==> images/gate_families.png <==
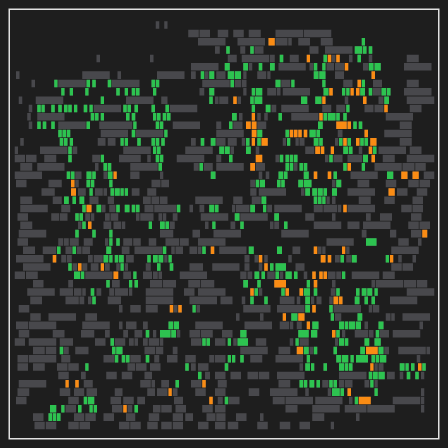
==> images/registers.png <==
Scale bar: 50 um. Other sequential cells in the stronger grey, the rest of the logic in the fainter grey.
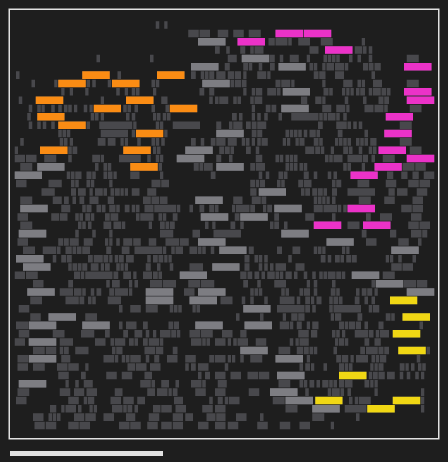
==> images/cell_classes.png <==
Scale bar: 50 um.
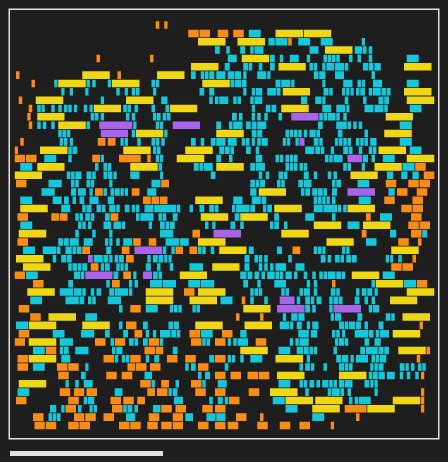
==> images/metal_stack.png <==
Scale bar: 50 um. Two of the layers only.
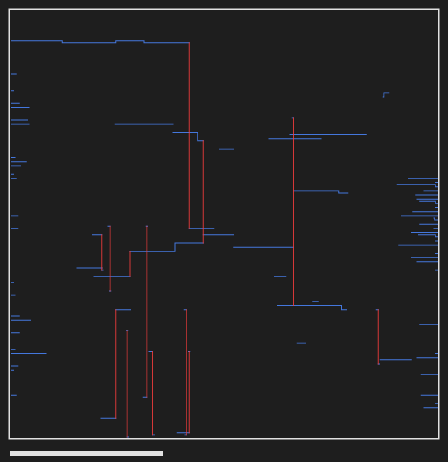
**src/rtl/preproc_capture_sched.sv**
```systemverilog
// preproc_capture_sched: capture-run sequencer for the preprocessing stage.
// Selects one source, adds a saturating signed offset and frames the paced
// sample stream into fixed-length packets on a one-entry ready/valid output.
// Optional macro PREPROC_RAMP_SRC_EN adds an internal ramp at source index NUM_SRC.
module preproc_capture_sched #(
    parameter int unsigned ADC_WIDTH         = 14,
    parameter int unsigned NUM_SRC           = 4,
    parameter int unsigned SEL_WIDTH         = 5,
    parameter int unsigned OFFSET_WIDTH      = 16,
    parameter int unsigned LEN_WIDTH         = 16,
    parameter int unsigned CNT_WIDTH         = 8,
    parameter int unsigned CLOCKS_PER_SAMPLE = 3
) (
    input  logic                         clk,
    input  logic                         rst_n,
    input  logic [SEL_WIDTH-1:0]         cfg_sel_src,
    input  logic [OFFSET_WIDTH-1:0]      cfg_offset,
    input  logic [LEN_WIDTH-1:0]         cfg_pkt_len,
    input  logic [CNT_WIDTH-1:0]         cfg_pkt_num,
    input  logic                         cfg_start,
    input  logic                         cfg_abort,
    input  logic [NUM_SRC*ADC_WIDTH-1:0] src_data,
    input  logic [NUM_SRC-1:0]           src_valid,
    output logic [ADC_WIDTH-1:0]         m_data,
    output logic                         m_valid,
    output logic                         m_last,
    input  logic                         m_ready,
    output logic                         busy,
    output logic                         done,
    output logic                         err_cfg,
    output logic                         err_overrun,
    output logic [CNT_WIDTH-1:0]         pkt_cnt
);

    localparam int unsigned SUM_WIDTH =
        ((ADC_WIDTH > OFFSET_WIDTH) ? ADC_WIDTH : OFFSET_WIDTH) + 1;
    localparam logic signed [SUM_WIDTH-1:0] SAT_MAX = SUM_WIDTH'((2 ** (ADC_WIDTH - 1)) - 1);
    localparam logic signed [SUM_WIDTH-1:0] SAT_MIN = ~SAT_MAX;

    typedef enum logic [1:0] {StIdle, StArm, StStream, StFlush} state_t;

    state_t                  state;
    logic [SEL_WIDTH-1:0]    sel_q;
    logic [OFFSET_WIDTH-1:0] offset_q;
    logic [LEN_WIDTH-1:0]    len_q;
    logic [CNT_WIDTH-1:0]    num_q;
    logic [LEN_WIDTH-1:0]    smp_cnt;

    logic                        sel_ok;
    logic                        smp_vld;
    logic [ADC_WIDTH-1:0]        smp_raw;
    logic signed [SUM_WIDTH-1:0] sum;
    logic [ADC_WIDTH-1:0]        smp_sat;
    logic                        smp_last;
    logic                        beat_hs;
    logic [CNT_WIDTH-1:0]        pkt_inc;

`ifdef PREPROC_RAMP_SRC_EN
    localparam int unsigned DIV_WIDTH =
        (CLOCKS_PER_SAMPLE > 1) ? $clog2(CLOCKS_PER_SAMPLE) : 1;

    logic [DIV_WIDTH-1:0] ramp_div;
    logic [ADC_WIDTH-1:0] ramp_val;
    logic                 ramp_tick;

    assign sel_ok    = cfg_sel_src <= SEL_WIDTH'(NUM_SRC);
    assign ramp_tick = (state == StStream) &&
                       (ramp_div == DIV_WIDTH'(CLOCKS_PER_SAMPLE - 1));

    // Ramp source: restarts at 0 on ARM, one sample every CLOCKS_PER_SAMPLE cycles in STREAM
    always_ff @(posedge clk or negedge rst_n) begin
        if (!rst_n) begin
            ramp_div <= '0;
            ramp_val <= '0;
        end else if (state == StArm) begin
            ramp_div <= '0;
            ramp_val <= '0;
        end else if (state == StStream) begin
            if (ramp_tick) begin
                ramp_div <= '0;
                ramp_val <= ramp_val + ADC_WIDTH'(1);
            end else begin
                ramp_div <= ramp_div + DIV_WIDTH'(1);
            end
        end
    end
`else
    assign sel_ok = cfg_sel_src < SEL_WIDTH'(NUM_SRC);
`endif

    // Source mux driven by the shadowed selection
    always_comb begin
        smp_vld = 1'b0;
        smp_raw = '0;
        for (int i = 0; i < int'(NUM_SRC); i++) begin
            if (sel_q == SEL_WIDTH'(i)) begin
                smp_vld = src_valid[i];
                smp_raw = src_data[i*ADC_WIDTH +: ADC_WIDTH];
            end
        end
`ifdef PREPROC_RAMP_SRC_EN
        if (sel_q == SEL_WIDTH'(NUM_SRC)) begin
            smp_vld = ramp_tick;
            smp_raw = ramp_val;
        end
`endif
    end

    // Offset add at one bit wider than either operand, then clamp to the sample range
    always_comb begin
        sum = $signed({{(SUM_WIDTH - ADC_WIDTH){smp_raw[ADC_WIDTH-1]}}, smp_raw}) +
              $signed({{(SUM_WIDTH - OFFSET_WIDTH){offset_q[OFFSET_WIDTH-1]}}, offset_q});
        if (sum > SAT_MAX) begin
            smp_sat = SAT_MAX[ADC_WIDTH-1:0];
        end else if (sum < SAT_MIN) begin
            smp_sat = SAT_MIN[ADC_WIDTH-1:0];
        end else begin
            smp_sat = sum[ADC_WIDTH-1:0];
        end
    end

    assign smp_last = (smp_cnt == len_q - LEN_WIDTH'(1));
    assign beat_hs  = m_valid & m_ready;
    assign pkt_inc  = (pkt_cnt == '1) ? pkt_cnt : pkt_cnt + CNT_WIDTH'(1);
    assign busy     = (state != StIdle);

    // Run sequencer with registered output beat, framing counters and status pulses
    always_ff @(posedge clk or negedge rst_n) begin
        if (!rst_n) begin
            state       <= StIdle;
            sel_q       <= '0;
            offset_q    <= '0;
            len_q       <= '0;
            num_q       <= '0;
            smp_cnt     <= '0;
            m_data      <= '0;
            m_valid     <= 1'b0;
            m_last      <= 1'b0;
            done        <= 1'b0;
            err_cfg     <= 1'b0;
            err_overrun <= 1'b0;
            pkt_cnt     <= '0;
        end else begin
            done    <= 1'b0;
            err_cfg <= 1'b0;
            unique case (state)
                StIdle: begin
                    if (cfg_start) begin
                        if (sel_ok && (cfg_pkt_len != '0)) begin
                            // Shadow the validated configuration; it holds for the whole run
                            sel_q    <= cfg_sel_src;
                            offset_q <= cfg_offset;
                            len_q    <= cfg_pkt_len;
                            num_q    <= cfg_pkt_num;
                            state    <= StArm;
                        end else begin
                            err_cfg <= 1'b1;
                        end
                    end
                end
                StArm: begin
                    pkt_cnt     <= '0;
                    smp_cnt     <= '0;
                    err_overrun <= 1'b0;
                    m_valid     <= 1'b0;
                    m_last      <= 1'b0;
                    state       <= StStream;
                end
                StStream: begin
                    if (beat_hs && m_last && (num_q != '0) && (pkt_inc == num_q)) begin
                        // Completion takes priority over a simultaneous abort
                        pkt_cnt <= pkt_inc;
                        m_valid <= 1'b0;
                        m_last  <= 1'b0;
                        done    <= 1'b1;
                        state   <= StIdle;
                    end else if (cfg_abort) begin
                        if (beat_hs && m_last) begin
                            pkt_cnt <= pkt_inc;
                        end
                        if (m_valid && !m_ready) begin
                            m_last <= 1'b1;
                            state  <= StFlush;
                        end else begin
                            m_valid <= 1'b0;
                            m_last  <= 1'b0;
                            state   <= StIdle;
                        end
                    end else begin
                        if (beat_hs && m_last) begin
                            pkt_cnt <= pkt_inc;
                        end
                        if (smp_vld) begin
                            if (!m_valid || m_ready) begin
                                m_data  <= smp_sat;
                                m_valid <= 1'b1;
                                m_last  <= smp_last;
                                smp_cnt <= smp_last ? '0 : smp_cnt + LEN_WIDTH'(1);
                            end else begin
                                // Output slot still occupied: drop, counter stays put
                                err_overrun <= 1'b1;
                            end
                        end else if (beat_hs) begin
                            m_valid <= 1'b0;
                            m_last  <= 1'b0;
                        end
                    end
                end
                StFlush: begin
                    if (m_ready) begin
                        pkt_cnt <= pkt_inc;
                        m_valid <= 1'b0;
                        m_last  <= 1'b0;
                        state   <= StIdle;
                    end
                end
                default: state <= StIdle;
            endcase
        end
    end

endmodule

```
**config.mk**
```make
export PLATFORM = sky130hd
export DESIGN_NAME = preproc_capture_sched
export DESIGN_NICKNAME = d
export VERILOG_FILES = /design/src/rtl/preproc_capture_sched.sv
export SDC_FILE = /design/constraint.sdc
export NUM_CORES = 1
export LEC_CHECK = 0
export ABC_AREA = 1
export CAP_MARGIN = 20
export CORE_UTILIZATION = 35
export CTS_CLUSTER_SIZE = 28
export DETAILED_ROUTE_END_ITERATION = 10
export GPL_TIMING_DRIVEN = 1
export PLACE_DENSITY_LB_ADDON = 0.05
export RECOVER_POWER = 100
export SYNTH_ARGS = -nofsm -noshare
export SYNTH_HDL_FRONTEND = slang
export SYNTH_SLANG_ARGS = --single-unit
```
**constraint.sdc**
```tcl
create_clock -name clk -period 3.8 [get_ports clk]
set_input_delay 1.14 -clock clk [delete_from_list [all_inputs] [get_ports clk]]
set_output_delay 1.14 -clock clk [all_outputs]
set_load 0.1 [all_outputs]
```
==> impl_metrics.json <==
{
  "setup_ws_ps": 344.0,
  "grt_pass1_vias": 6210,
  "irDropWorstVdd_mv": 0.6113,
  "hp-class": "flop to flop",
  "violations": "max-capacitance violations, max-slew violations",
  "yosys-stat-area_um2": 6623,
  "dieWidth_um": 139.6,
  "dp.cells": 1273,
  "vias_per_cell": 4.855,
  "antenna_found_initial": 0,
  "edf_count": 0,
  "clk-power_uw": 925,
  "synth-compound-area-share_pct": 9.182,
  "whs_ps": 470.7,
  "num_rows": 49,
  "post-cts-setup-buffers": 0,
  "wl_met3_um": 528,
  "p_per_area_nw_per_um2": 972.3,
  "power.total_mw": 8.218,
  "reg_top3": "len_q x16, offset_q x16, smp_cnt x16",
  "fmax_mhz": 289.4,
  "area_growth_pct": 27.62,
  "design_area_um2": 8452,
  "synthTopCellsByArea": "dfrtp_1, nand2_1, mux2_2",
  "yosys_cells": 895,
  "drc_errors": 0,
  "setup_viol": 0,
  "coreArea_um2": 18270,
  "cts-htree-levels": 3,
  "cts_buffers": 9,
  "slew_headroom_pct": -52.65,
  "final_util_pct": 46.26,
  "setup-tns-final_ps": 0,
  "synth_flops": 90,
  "fa_ha_area_share_pct": 3.892,
  "hold_end": "sel_q[2]$_DFFE_PN0P_",
  "io_buffers": 137,
  "synth_cells": 895,
  "power_leader": "combinational cells",
  "ff_type": "dfrtp_1",
  "reg2reg_depth": 23,
  "cts_resized": 0,
  "powerSeq_mw": 1.64,
  "grt-busiest-layer": "met2",
  "io-pin-count": 138,
  "rsz0062_at_grt": "no",
  "combPwrFrac_pct": 68.8,
  "end_kind": "flop",
  "routed_wl_um": 18420,
  "grt_max_degree": 52,
  "r2r-start": "sel_q[3]$_DFFE_PN0P_",
  "initial_core_util_pct": 36.25,
  "vias": 6253,
  "met2WireLength_um": 9025,
  "logic_family": "simple AND/OR/NAND/NOR gates",
  "drive_above_1_share_pct": 10.76,
  "yosysMostFrequentCell": "nand2_1",
  "use_met2_pct": 34.70,
  "tritoncts": "yes",
  "synth_top_area_share_pct": 34.01,
  "fin_worst_skew_ps": 11.33,
  "maxSlewViolCount": 40,
  "clk_path_buf_depth": 2,
  "place_area_um2": 8353,
  "powerComb_mw": 5.66,
  "grtUsageTotal_pct": 20.08,
  "worstHoldStart": "sel_q[2]$_DFFE_PN0P_",
  "first_pass_iters": 4,
  "worstReg2RegEnd": "m_data[4]$_DFFE_PN0P_",
  "worstPathMaxFanout": 28,
  "dr.max_layer_used": "met4",
  "chipArea_um2": 19480,
  "gp_congestion": 0.8264,
  "use_met3_pct": 3.166,
  "min_period_over_period_pct": 90.95,
  "final_cell_mix": "nand2_1, clkdlybuf4s50_1, inv_1",
  "die_h_um": 139.6,
  "grt_overflow": 0,
  "arrival_ps": 3690,
  "lay_top_count": "nand2_1",
  "clk_pin_slew_ps": 60,
  "drv_cap": 1,
  "log.warning_count": 26,
  "yosysTopAreaCell": "dfrtp_1",
  "simple_gate_area_share_pct": 32.06,
  "holdBufCountCts": 0,
  "drt-initial-drc-count": 276,
  "mux_share_pct": 7.142,
  "run_status": "finished with violations",
  "postSynthSeqShare_pct": 34.01,
  "ant_nets": 0,
  "ys_types": 50,
  "place_ws_ps": -121.0,
  "xor_share_pct": 5.422,
  "stdcell_count": 1288,
  "cp-endpoint": "offset_q[11]$_DFFE_PN0P_",
  "p_switching_mw": 4.274,
  "syn-cell-area_um2": 6623,
  "synthesis.nets": 1025,
  "wl_met1_um": 8435
}
## Picture notes: gate_families.png
- orange: NOR gates (cells 92; where all over the die)
- green: NAND gates (cells 381; where all over the die)

## Picture notes: registers.png
- orange: m_data (flops 14; where top left)
- yellow: pkt_cnt (flops 8; where bottom right)
- magenta: len_q (flops 16)

## Picture notes: cell_classes.png
- yellow: flops (cells 90)
- purple: clock drivers and dummy loads (cells 15)
- orange: other buffers and delay cells (cells 173)
- cyan: all other logic (cells 781)

## Picture notes: metal_stack.png
- blue: met3 (wire length 528 um)
- red: met4 (wire length 434 um)

## critical path: stages
cell           delay, ps
dlygate4sd3_1        580
nor4_1               300
clkbuf_1             220
nand4_1              130
and2_0               210
nand3_2               90
clkbuf_2             590
mux2_2               410
## logic make-up (layout without fill, tap and decap cells)
| kind of cell | count (synthesis) | after routing |
|---|---|---|
| flops | 90 | 90 |
| buf+inv | 125 | 289 |
| mux | 42 | 42 |
| xor+xnor | 41 | 41 |
| simple gates | 480 | 480 |
| compound gates | 97 | 97 |
| fa+ha+maj | 20 | 20 |
## cell type report
type | count | area [um2]
clock inverters | 4 | 48.80
well taps | 229 | 286.5
inverters | 101 | 381.6
fillers | 1959 | 9818
repair buffers | 173 | 1473
flip-flops and latches | 90 | 2252
multi-input cells | 680 | 3757
clock buffers | 11 | 252.7
